==> config.mk <==
export PLATFORM = sky130hd
export DESIGN_NAME = sdram_arbiter_flat
export DESIGN_NICKNAME = d
export VERILOG_FILES = /design/src/rtl/sdram_arbiter_if.sv /design/src/rtl/sdram_arbiter.sv /design/src/flat_wrapper.sv
export SDC_FILE = /design/constraint.sdc
export NUM_CORES = 1
export LEC_CHECK = 0
export ABC_CLOCK_PERIOD_IN_PS = 3700
export CAP_MARGIN = 20
export CELL_PAD_IN_SITES_DETAIL_PLACEMENT = 1
export CELL_PAD_IN_SITES_GLOBAL_PLACEMENT = 2
export CORE_MARGIN = 1.5
export CORE_UTILIZATION = 21
export CTS_CLUSTER_SIZE = 10
export DETAILED_ROUTE_END_ITERATION = 8
export GPL_ROUTABILITY_DRIVEN = 0
export GPL_TIMING_DRIVEN = 0
export PLACE_DENSITY_LB_ADDON = 0.1
export SYNTH_ARGS = -nofsm -noshare
export SYNTH_HDL_FRONTEND = slang
export SYNTH_SLANG_ARGS = --single-unit
==> constraint.sdc <==
create_clock -name clk -period 3.7 [get_ports clk]
set_input_delay 0.555 -clock clk [delete_from_list [all_inputs] [get_ports clk]]
set_output_delay 0.555 -clock clk [all_outputs]
set_load 0.02 [all_outputs]
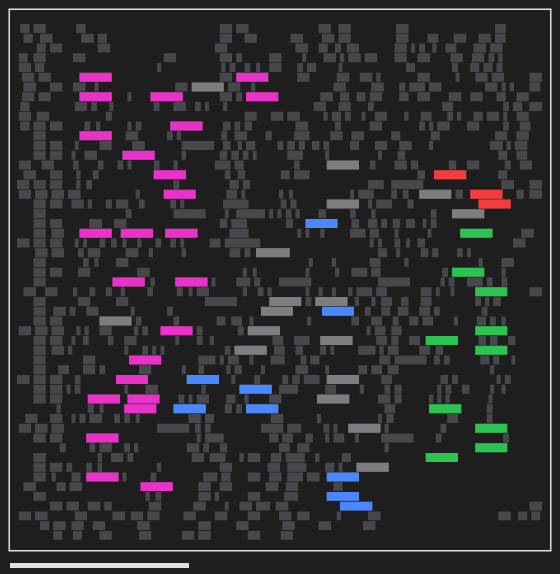
Run 1: register map, names as in the netlist
Bar = 50 µm. Other sequential cells in the stronger grey, the rest of the logic in the fainter grey.
[blue] u_core.bus.mem_burst | flops: 9
[green] u_core.r_count | flops: 10
[red] u_core.bus.p_done | flops: 3
[magenta] u_core.bus.mem_addr | flops: 24
not coloured: 17
final core utilization: 35.5%
sequential cell area share: 21.0%

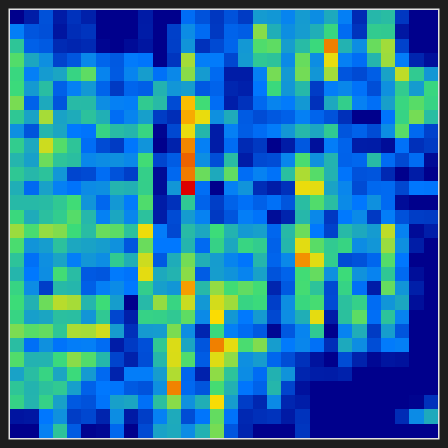
Run 1: wiring heat map
30 x 30 tiles, from dark blue (low) to red (high), scaled to the fullest tile. Values are wire area over tile area, all layers added.
tiles over half the peak: 13%
mean over tiles: 0.14
nearly empty tiles: 11%
emptiest ninth of the die: bottom right
fullest tile: 0.47
drt wl/cell: 17.7 µm
WL final: 19,100 µm
GRT Total Usage: 16.9%

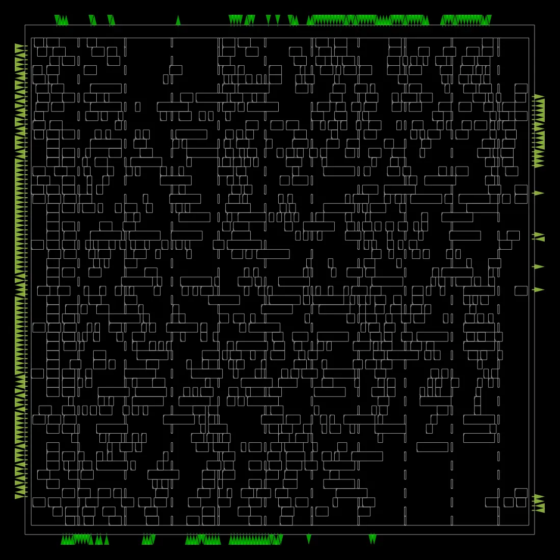
Run 1: placed standard cells
flip-flops: 63
core area: 21,200 µm²

==> run summary <==
flow finished, numbers: Initial DRC Count=129, GRT met1 Usage=18.9%, DR DRC count=0, HP Class=flop to flop, CP endpoint kind=primary output, hold path cells=2, DIE WIDTH=151 µm, internal power=0.00329 W, count leader, synth=nand2_1, Non-Filler Instances=1,077, critical path arrival=between 2 and 3 ns, DR pass1 iterations=4, MI comb area=between 2000 and 3000 µm², reg-to-reg slack, setup=0.30 ns, Place WS=-0.192 ns, fin crit period=3.46 ns, cell taking the most area after synthesis=dfrtp_1, Worst VDD drop=~0.33 mV, MI comb cells=428, number of buffers created by CTS=9, Critical Path Fanout Max=10, share of the synthesized area in the top cell type=around a third, fraction of area in non-clock buffers=between 30% and 40%, top_reg_cell synth=dfrtp_1, P_leak=roughly 3.2 nW, Synth flops=63, Least-Margin Pin Slew=0.846 ns, post-route cell area=7530 µm², worst setup margin=0.239 ns, final setup skew=around 0.0063 ns, # Cells Yosys=555, chip area in the Yosys report=4580 µm², CP max-delay cell=clkdlybuf4s50_1, clock-pin slew on the worst setup and hold paths=0.05 ns, clock sink count=63, Max clock buf depth=2, via/cell ratio=about 4.6, total power=about 0.0064 W, final hold violation count=0, ClkCell Share=3.69%, DIE AREA=22,700 µm², H-tree levels=3, TAP cells=approximately 280, metal1 wirelength=7740 µm, largest class=combinational gates, fin. max-slew vios=0, CP Cell Sequence=inv_1 -> ha_1 -> buf_4 -> clkbuf_2 -> nor2b_1 -> clkbuf_2 -> a22oi_1 -> o21ai_0 -> clkdlybuf4s50_1, Pwr per Cell Area=855 nW/µm², syn_area_per_cell=8.26 µm², gr busiest metal=met2, Slew HR=between 40% and 50%, Non-CTS buffers=281, first-pass GRT wire length=29,400 µm, most frequent CP cell=clkbuf_2, CP startpoint kind=flop, RSZ-0062 raised after global routing=false, Syn. warnings=0, Post-synth seq share=34.4%, Antenna Nets Post-Route=0, setup tns final=0 ns, Top cells by area=dfrtp_1, o21ai_0, mux2i_1, status=finished clean, Tool Warnings=33, Area after DPL=7230 µm², Cell Area, Synth=4580 µm², Comb pwr share=69.0%, Cell Type Count=slightly above 70, Comb power=between 0.004 and 0.005 W, Seq. pwr=0.00120 W, P_sw=0.00314 W, Mapped Cells=approximately 560, Max Freq=0.289 GHz, max incr delay on CP=~0.64 ns, Latency at later pin=0.34 ns, clock network power share=between 10% and 20%, # clk buffers=13, Max power group=combinational cells, Cells after DPL=1,060, Area growth, synth to finish=64.3%, Pre-Place Util=21.6%, HPWL after DPL=15,400 µm, via count=4,978, max cap viols=0, Worst path top cell family by delay=buffers and inverters, top routing layer used=met4, met2 usage=29.9%, Seq pwr share=18.6%, M3 GR Usage=5.73%, CTS root buf=clkbuf_16, final net count=981, Non-CTS inverters=14, cell row count=53, Worst Reg-to-Reg Cells=15, Levels on crit path=9, Routed met2 length=9550 µm, top cells by count=nand2_1, o21ai_0, dfrtp_1, nor2_1, a21oi_1, I/O pins=248, Comb/total area=35.6%, worst path bufs/invs=5, Switching Fraction=between 40% and 50%, Post-Syn Nets=739, filler instances=approximately 2,500, worst hold margin=between 0.4 and 0.5 ns, fin crit share=93.5%, CTS tree=built, post-synthesis async set-or-reset flop share=100%, antenna violations before repair=0, P_clk=0.000800 W, Largest register FFs=24, WP data required=3.14 ns, n_diodes=0, port bufs=230, grt ovf=0, CP Class=flop to primary output, largest net degree at the start of global routing=64, Post-synth EDFFs=0, Register Area=1580 µm², DR WL met3=1440 µm, final setup vio count=0, Die Y=151 µm, Post-CTS Hold Fix Bufs=0, via count of the first global-routing pass=5,422, layout cells sized above 1=8.85%
[run 1: logic make-up (layout without fill, tap and decap cells)]
| family | count (synthesis) | count (layout) | share of synthesized area (%) |
|---|---|---|---|
| and+or+nand+nor | 191 | 191 | 19.2 |
| AOI/OAI and AO/OA | 175 | 175 | 24.8 |
| adders and majority gates | 12 | 12 | 3.28 |
| buffers and inverters | 64 | 311 | 7.32 |
| muxes | 36 | 36 | 8.22 |
| xor gates and xnor gates | 14 | 14 | 2.68 |
| DFF | 63 | 63 | 34.4 |
[run 1: repair_timing]
action                                  in CTS  in global routing
hold endpoints to repair                     0                  0
gates resized                               14                  4
setup buffers                                1                  0
endpoints found under the setup margin      15                  3
[run 1: layout by cell type (no fill, tap or decap), types with 4 or more instances in the layout]
cell type | netlist | final
and3_1 | 9 | 9
inv_1 | 13 | 12
nor2b_1 | 6 | 6
o21ai_0 | 69 | 69
nand2b_1 | 4 | 4
clkdlybuf4s50_1 | 0 | 220
a31oi_1 | 4 | 4
buf_4 | 19 | 20
o21ai_1 | 5 | 4
dlygate4sd2_1 | 0 | 9
a22oi_1 | 18 | 18
a21oi_1 | 38 | 38
clkbuf_1 | 22 | 20
nor2_1 | 50 | 50
and2_1 | 6 | 6
dfrtp_1 | 62 | 62
ha_1 | 12 | 12
clkbuf_16 | 0 | 9
buf_2 | 7 | 7
xor2_1 | 8 | 8
xnor2_1 | 6 | 6
nand3_1 | 8 | 8
mux2i_1 | 32 | 32
nand2_1 | 82 | 82
nand3b_1 | 4 | 4
[run 1: worst register-to-register path, delay by kind of cell (launching register included)]
family / cells / cell delay, ns
DFF: 1 / 0.57
and+or+nand+nor: 4 / 0.72
adders and majority gates: 2 / 0.55
buffers and inverters: 4 / 0.65
AOI/OAI and AO/OA: 5 / 0.78
Power is estimated from default activity; no workload was simulated.
